### src/rtl/dmem_pkg.sv
// Shared types and default widths for the data-memory arbiter.
package dmem_pkg;

  localparam int unsigned DMEM_ADDR_W = 8;
  localparam int unsigned DMEM_DATA_W = 8;

  typedef enum logic [1:0] {IDLE, ACCESS, RESP} arb_state_t;

  typedef struct packed {
    logic                   we;
    logic [DMEM_ADDR_W-1:0] addr;
    logic [DMEM_DATA_W-1:0] wdata;
  } mem_req_t;

endpackage

### src/rtl/dmem_arbiter_rr_pick2.sv
// Combinational two-way picker: round-robin on last_grant, or port 0 fixed priority.
module rr_pick2 #(
  parameter bit FIXED_PRIO = 1'b0
) (
  input  logic [1:0] req_i,
  input  logic       last_grant_i,
  output logic       gnt_c_o,
  output logic       valid_c_o
);

  always_comb begin
    valid_c_o = |req_i;
    gnt_c_o   = req_i[1];
    if (req_i == 2'b11) begin
      gnt_c_o = FIXED_PRIO ? 1'b0 : ~last_grant_i;
    end
  end

endmodule

### src/rtl/dmem_arbiter.sv
// Two-port arbiter for a single-port data memory: IDLE -> ACCESS -> RESP sequencer
// with a one-cycle ack pulse per access.
module dmem_arbiter
  import dmem_pkg::*;
#(
  parameter int unsigned ADDR_W     = DMEM_ADDR_W,
  parameter int unsigned DATA_W     = DMEM_DATA_W,
  parameter bit          FIXED_PRIO = 1'b0
) (
  input  logic              clk,
  input  logic              rst,
  input  logic              req0,
  input  logic              req1,
  input  logic              we0,
  input  logic              we1,
  input  logic [ADDR_W-1:0] addr0,
  input  logic [ADDR_W-1:0] addr1,
  input  logic [DATA_W-1:0] wdata0,
  input  logic [DATA_W-1:0] wdata1,
  output logic              ack0,
  output logic              ack1,
  output logic [DATA_W-1:0] rdata,
  output logic              busy,
  output logic [ADDR_W-1:0] mem_addr,
  output logic [DATA_W-1:0] mem_wdata,
  output logic              mem_read,
  output logic              mem_write,
  input  logic [DATA_W-1:0] mem_rdata
);

  arb_state_t        state_q, state_d;
  mem_req_t          lat_q, lat_d;
  logic              gnt_q, gnt_d;
  logic              last_grant_q, last_grant_d;
  logic              ack0_q, ack0_d;
  logic              ack1_q, ack1_d;
  logic [DATA_W-1:0] rdata_q, rdata_d;
  logic              pick_gnt;
  logic              pick_vld;

  rr_pick2 #(
    .FIXED_PRIO(FIXED_PRIO)
  ) u_pick (
    .req_i       ({req1, req0}),
    .last_grant_i(last_grant_q),
    .gnt_c_o     (pick_gnt),
    .valid_c_o   (pick_vld)
  );

  // Next-state and registered-output logic; ack defaults low so it lasts one cycle.
  always_comb begin
    state_d      = state_q;
    lat_d        = lat_q;
    gnt_d        = gnt_q;
    last_grant_d = last_grant_q;
    ack0_d       = 1'b0;
    ack1_d       = 1'b0;
    rdata_d      = rdata_q;
    unique case (state_q)
      IDLE: begin
        if (pick_vld) begin
          gnt_d        = pick_gnt;
          last_grant_d = pick_gnt;
          lat_d.we     = pick_gnt ? we1    : we0;
          lat_d.addr   = pick_gnt ? addr1  : addr0;
          lat_d.wdata  = pick_gnt ? wdata1 : wdata0;
          state_d      = ACCESS;
        end
      end
      ACCESS: begin
        if (!lat_q.we) begin
          rdata_d = mem_rdata;
        end
        ack0_d  = ~gnt_q;
        ack1_d  = gnt_q;
        state_d = RESP;
      end
      RESP: begin
        state_d = IDLE;
      end
      default: begin
        state_d = IDLE;
      end
    endcase
  end

  always_ff @(posedge clk) begin
    if (rst) begin
      state_q      <= IDLE;
      lat_q        <= '0;
      gnt_q        <= 1'b0;
      last_grant_q <= 1'b1;
      ack0_q       <= 1'b0;
      ack1_q       <= 1'b0;
      rdata_q      <= '0;
    end else begin
      state_q      <= state_d;
      lat_q        <= lat_d;
      gnt_q        <= gnt_d;
      last_grant_q <= last_grant_d;
      ack0_q       <= ack0_d;
      ack1_q       <= ack1_d;
      rdata_q      <= rdata_d;
    end
  end

  // Strobes gated by rst so a reset landing in ACCESS never commits a write.
  assign mem_read  = (state_q == ACCESS) & ~lat_q.we & ~rst;
  assign mem_write = (state_q == ACCESS) &  lat_q.we & ~rst;
  assign mem_addr  = lat_q.addr;
  assign mem_wdata = lat_q.wdata;
  assign busy      = (state_q != IDLE);
  assign ack0      = ack0_q;
  assign ack1      = ack1_q;
  assign rdata     = rdata_q;

endmodule

### config.mk
export PLATFORM = sky130hd
export DESIGN_NAME = dmem_arbiter
export DESIGN_NICKNAME = d
export VERILOG_FILES = /design/src/rtl/dmem_pkg.sv /design/src/rtl/dmem_arbiter_rr_pick2.sv /design/src/rtl/dmem_arbiter.sv
export SDC_FILE = /design/constraint.sdc
export NUM_CORES = 1
export LEC_CHECK = 0
export ABC_AREA = 1
export CAP_MARGIN = 20
export CELL_PAD_IN_SITES_DETAIL_PLACEMENT = 1
export CELL_PAD_IN_SITES_GLOBAL_PLACEMENT = 2
export CORE_AREA = 5 5 97 99
export CTS_CLUSTER_SIZE = 20
export DETAILED_ROUTE_END_ITERATION = 16
export DIE_AREA = 0 0 102 104
export PLACE_DENSITY_LB_ADDON = 0.3
export SETUP_SLACK_MARGIN = 0.1
export SLEW_MARGIN = 20
export SYNTH_ARGS = -nofsm -noshare
export SYNTH_HDL_FRONTEND = slang
export SYNTH_HIERARCHICAL = 1
export SYNTH_SLANG_ARGS = --single-unit
### constraint.sdc
create_clock -name clk -period 1.58 [get_ports clk]
set_clock_uncertainty 0.05 [all_clocks]
set_input_delay 0.158 -clock clk [delete_from_list [all_inputs] [get_ports clk]]
set_output_delay 0.158 -clock clk [all_outputs]
set_load 0.02 [all_outputs]
run_1/util_map.png
The die is cut into 10 by 10 equal tiles; white is low, dark blue is high, 0 to 100% covered.
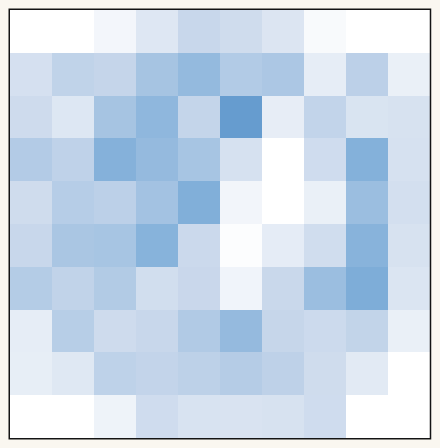
The mean over all tiles is 22%. 12% of the tiles are nearly empty. The fullest tile reaches 56%.
Core Util, Final: 29.6%
core area: 0.00847 sq mm

run_1/sizing.png
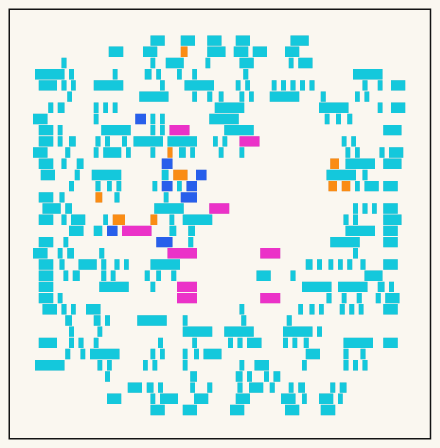
Blue stands for x3 and x4, cells 8, share 2.5%. Cyan stands for x1 and smaller, cells 293, share 92%. Magenta stands for x6 and larger, cells 9, share 2.8%. Orange stands for x2, cells 9, share 2.8%.

run_1/pinout.png
The bar under the picture is 20 microns long. Pins as bars across the die edge, other pins in grey.
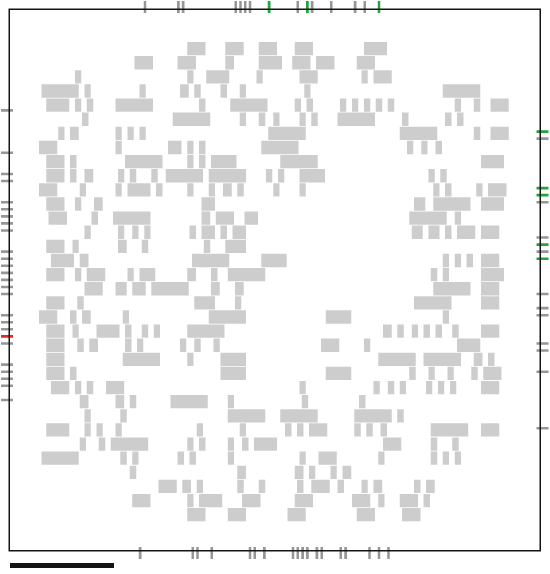
Green stands for `rdata`, pins 8, direction output, edge 5 east, 3 north. Red stands for `we1`, pins 1, direction input, edge west.

==> changes_impl.md, run 1 <==
### Physical design

* Status: complete, no violations
* Initial antenna violation count at 0
* CP max FO at 2
* Total global-route track usage at 8.97%
* Startpoint Class: register
* Placer Congestion at 0.663
* Min-delay src: gnt_q$_SDFFE_PP0P_
* I/O Buffers at 74
* Seq pwr share at 39.6%
* Antenna-violating nets left at 0
* Post-route cell area at 0.00251 sq mm
* Antenna cells at 0
* Synth Seq Share at 38.2%
* Worst Hold Class: reg2reg
* Crit-path cells: clkdlybuf4s50_1
* Peak supply drop at 0.000334 V
* Sw Pwr at 0.682 mW
* CTS Buffer Depth at 2
* Synth unique cells at 19
* Critical path's top delay family: buffers and inverters
* Kind of critical path: reg2out
* First-pass DRT Iterations at 2
* LEAKAGE at 1.38 nW
* RSZ-0062 raised after global routing: no
* # setup viols final at 0
* Fill cells at 1059
* Die area at 0.0106 sq mm
* Synth area leaders: dfxtp_1 38%, nand2_1 15%, nor2_1 12%
* Area grow syn2layout at 54.3%
* Avg Cell Area, Syn at 6.37 sq um
* CTS Hold Buffers Added at 0
* CP max-delay cell: clkdlybuf4s50_1
* Pwr Total at 2.28 mW
* WP buf/inv at 1
* CP max stage delay at 0.61 ns
* Congestion Overflow GR at 0
* Ys cells at 255
* Yosys reg bits at 31
* Ys Warns at 6
* DRC at 0
* Yosys stat area at 0.00163 sq mm
* Final WL at 4360 microns
* Pins over their slew limit at 0
* Drt initial violations at 19
* Die height at 104 microns
-- run 1: cells in the mapped netlist --
master,number
inv_1,47
nor2_2,1
or2_1,1
clkbuf_8,1
o21ai_0,12
nand3_2,1
nor2_1,54
nand2_4,1
buf_2,4
buf_4,18
o21ai_1,5
nand3_1,3
nor2_4,1
a21oi_1,2
nand2_2,2
dfxtp_1,31
nand2_1,67
inv_2,1
buf_6,3
-- run 1: registers in the layout (all words and copies together), names as in the netlist --
register,flops
ack0,1
ack1,1
gnt_q,1
last_grant_q,1
lat_q,1
mem_addr,8
mem_wdata,8
rdata,8
state_q,2
-- run 1: worst paths after layout --
path | to | slack [ns] | cells after the start
min reg2reg | ack0$_SDFF_PP0_ | 0.39 | 1
min | ack0$_SDFF_PP0_ | 0.39 | 1
max reg2reg | lat_q[16]$_SDFFE_PP0P_ | 0.40 | 6
max | rdata[5] | 0.15 | 1
-- run 1: per-stage QoR --
stage | setup slack [ns] | utilization, % | instances
after floorplan | 0.378 | - | 255
after global placement | -0.201 | 28.2 | 419
after detailed placement | -0.208 | 28.2 | 419
after CTS | 0.0527 | 29.4 | 427
after global routing | 0.107 | 29.6 | 427
final | 0.152 | 29.6 | 427
-- run 1: layout by cell type (no fill, tap or decap), drive strengths merged --
cell type       n
a21oi           2
dlymetal6s2s   14
o21ai          17
dfxtp          31
nand2          70
buf             8
nand3           4
nor2           56
inv            48
or2             1
clkdlybuf4s50  57
clkbuf         11
-- run 1: per-layer routing --
layer  track usage (%)  wire [microns]  up-vias
met3              4.49             430        6
met5                 0               0        -
met4              2.53              57        0
met2              14.8            2060       47
li1                  -               -      844
met1              10.1            1810      682
-- run 1: layout make-up --
| type | instances | area (sq um) | share of cell area [%] |
|---|---|---|---|
| Timing Repair Buffer | 82 | 846 | 33.7 |
| Sequential cell | 31 | 621 | 24.8 |
| Multi-Input combinational cell | 150 | 626 | 25.0 |
| Clock buffer | 8 | 100 | 3.99 |
| Tap cell | 108 | 135 | 5.39 |
| Inverter | 48 | 180 | 7.19 |
-- run 1: power groups by stage --
stage / Clock (mW) / Combinational [mW] / Sequential (mW)
2_1_floorplan: 0 / 0.413 / 0.942
3_3_place_gp: 0 / 0.699 / 0.922
3_5_place_dp: 0 / 0.707 / 0.924
4_1_cts: 0.743 / 0.708 / 0.907
5_1_grt: 0.772 / 0.769 / 0.916
6_report: 0.696 / 0.679 / 0.902
-- run 1: what timing repair did --
item	CTS	global route
setup buffers	0	0
setup endpoints to repair	3	17
resized	4	19
-- run 1: logic make-up after synthesis --
kind of cell | synth area share [%]
buffers and inverters | 23.6
DFF | 38.2
and+or+nand+nor | 32.4
AOI/OAI and AO/OA | 5.85
run_1/closeup.png
Region (66, 68) to (86, 88) microns. Cells in grey, sequential cells in the stronger grey; small squares are vias.
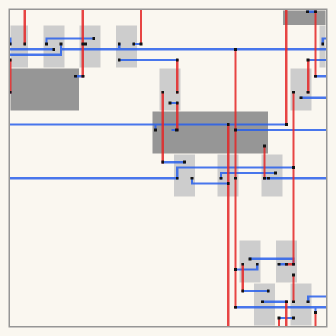

==> run 2: changes to the inputs <==
--- a/config.mk
+++ b/config.mk
@@ -15,5 +15,7 @@
 export DIE_AREA = 0 0 102 104
 export PLACE_DENSITY_LB_ADDON = 0.3
+export REMOVE_ABC_BUFFERS = 1
 export SETUP_SLACK_MARGIN = 0.1
+export SKIP_LAST_GASP = 1
 export SLEW_MARGIN = 20
 export SYNTH_ARGS = -nofsm -noshare
==> constraint.sdc (replaced) <==
create_clock -name clk -period 1.58 [get_ports clk]
set_clock_uncertainty 0.05 [all_clocks]
set_input_delay 0.316 -clock clk [delete_from_list [all_inputs] [get_ports clk]]
set_output_delay 0.316 -clock clk [all_outputs]
set_load 0.02 [all_outputs]
run_2/closeup.png
Region (66, 68) to (86, 88) microns. Cells in grey, sequential cells in the stronger grey; small squares are vias.
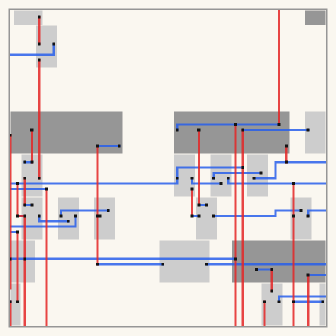
Blue stands for M1. Red stands for M2.
Sequential cells in the window: 3. Netlist names of flops here include `rdata` (2), `mem_addr` (1). 17 logic cells have their middle in the window. Most frequent: nor2_1 (6), nand2_1 (4), dfxtp_1 (3).

run_2/placed.png
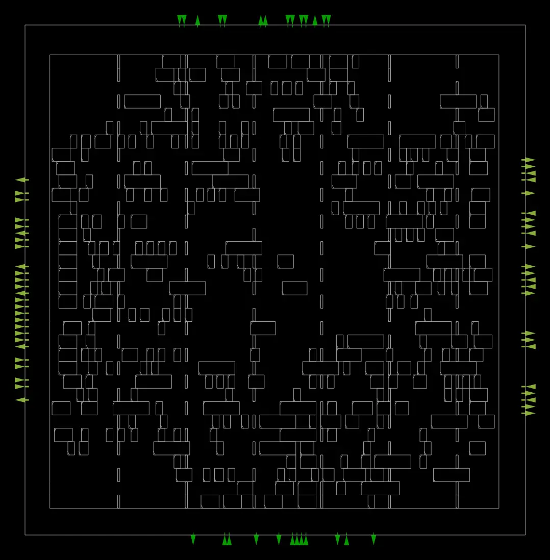
flop count: 31
Cell Rows: 34
fin cells: 429

==> run 2 against run 1 <==
Global-route usage fell by 0.53 points. Non-clock buffer count rose by 2. Clock power fell by 13%. Via count rose by 1.3%. Clock-buffer cell count fell by 1. Critical path type unchanged. Largest cell class unchanged. Highest routed layer unchanged.
==> changes_impl.md, run 2 <==
### Physical design

* LEAKAGE at 1.28 nW (was 1.38 nW)
* Status: complete, no violations (unchanged)
* Kind of critical path: reg2out (unchanged)
* Congestion Overflow GR at 0 (unchanged)
* First-pass DRT Iterations at 2 (unchanged)
* Dominant Register Cell: dfxtp_1 (unchanged)
* Avg Cell Area, Syn at 6.37 sq um (unchanged)
* Antenna-violating nets left at 0 (unchanged)
* Yosys stat area at 0.00163 sq mm (unchanged)
* Post-route cell area at 0.00246 sq mm (was 0.00251 sq mm)
* Antenna cells at 0 (unchanged)
* Crit-path cells: inv_1, nand3_1, nor2_1, buf_4 (was clkdlybuf4s50_1)
* Drt initial violations at 8 (was 19)
* CTS Hold Buffers Added at 0 (unchanged)
* DRC at 0 (unchanged)
* Startpoint Class: register (unchanged)
* Min-delay src: rst (was gnt_q$_SDFFE_PP0P_)
* Die height at 104 microns (unchanged)
* CP max-delay cell: dfxtp_1 (was clkdlybuf4s50_1)
* Cycle use final at 88.3% (was 90.4%)
* Die area at 0.0106 sq mm (unchanged)
* Fill cells at 1064 (was 1059)
* Placer Congestion at 0.683 (was 0.663)
* # setup viols final at 0 (unchanged)
* Post-synth ARST share at 0% (unchanged)
* CP max stage delay at 0.31 ns (was 0.61 ns)
* Top cells excl fill/tap: 67 x nand2_1, 54 x nor2_1, 46 x inv_1, 44 x clkdlybuf4s50_1, 30 x dfxtp_1 (was 67 x nand2_1, 57 x clkdlybuf4s50_1, 54 x nor2_1, 47 x inv_1, 31 x dfxtp_1)
* Synth area leaders: dfxtp_1 38%, nand2_1 15%, nor2_1 12% (unchanged)
* Most frequent logic cell in the layout: nand2_1 (unchanged)
* Final WL at 4370 microns (was 4360 microns)
* Ys cells at 255 (unchanged)
* Synth Seq Share at 38.2% (unchanged)
* Peak supply drop at 0.000224 V (was 0.000334 V)
* CP max FO at 2 (unchanged)
* CTS Buffer Depth at 2 (unchanged)
* Yosys reg bits at 31 (unchanged)
* Flip-flops with a built-in enable at 0 (unchanged)
* Synth unique cells at 19 (unchanged)
* Pwr Total at 2.16 mW (was 2.28 mW)
* Area grow syn2layout at 51.2% (was 54.3%)
==> run 2: cell count changes in the layout (fill, tap and decap cells not counted), moves of 2 or more <==
cell / before / now
clkdlybuf4s50_1: 57 / 44
clkbuf_2: 3 / 0
dlymetal6s2s_1: 14 / 1
buf_4: 6 / 9
clkbuf_8: 7 / 5
dlygate4sd2_1: 0 / 26
==> run 2: kinds of logic (layout without fill, tap and decap cells) <==
kind of cell           count (synthesis)  in the layout  share of synthesized area (%)
and+or+nand+nor                      131            131                           32.4
AOI/OAI and AO/OA                     19             19                           5.85
DFF                                   31             31                           38.2
buffers and inverters                 74            140                           23.6
==> run 2: power by group <==
part           internal [mW]  switching [mW]
Combinational          0.309           0.351
Clock                  0.309           0.294
Sequential             0.864          0.0372
Total                   1.48           0.683
==> run 2: timing repair <==
action / in CTS / in global routing
pin swaps: 0 / 0
gates resized: 38 / 5
setup endpoints to repair: 29 / 2
==> run 2: metal layers <==
layer  global-route usage [%]  wire [microns]  part of all wire (%)  up-vias
met3                     4.16             460                    11        5
met5                        0               0                     0        -
li1                         -               -                     -      845
met1                     9.59            1880                    43      695
met4                     2.25              55                   1.3        0
met2                     13.9            1980                    45       55
==> run 2: per-stage QoR <==
stage          TNS [ns]  utilization (%)  hold slack, ns  cells  setup slack (ns)
6_report              0             29.0           0.256    429             0.184
5_1_grt               0             29.0           0.281    429            0.0924
4_1_cts         -0.0488             28.9           0.405    429           -0.0488
3_5_place_dp      -1.60             28.5           0.394    421            -0.495
3_3_place_gp      -1.55             28.5           0.380    421            -0.488
2_1_floorplan     -8.30                -           0.335    229            -0.466
==> run 2: worst paths after layout <==
| path | end | slack (ns) | cells past startpoint |
|---|---|---|---|
| min reg2reg | ack0$_SDFF_PP0_ | 0.39 | 1 |
| max reg2reg | mem_addr[2]$_SDFFE_PP0P_ | 0.36 | 7 |
| min | gnt_q$_SDFFE_PP0P_ | 0.26 | 2 |
| max | mem_write | 0.18 | 4 |
==> run 2: layout make-up <==
type / count / area [sq um] / area share, %
Tap cell: 108 / 135 / 5.50
Multi-Input combinational cell: 150 / 626 / 25.5
Inverter: 48 / 180 / 7.33
Sequential cell: 31 / 622 / 25.3
Timing Repair Buffer: 84 / 813 / 33.1
Clock buffer: 7 / 76.3 / 3.11
Clock inverter: 1 / 5.00 / 0.204
Power is estimated from default activity; no workload was simulated.
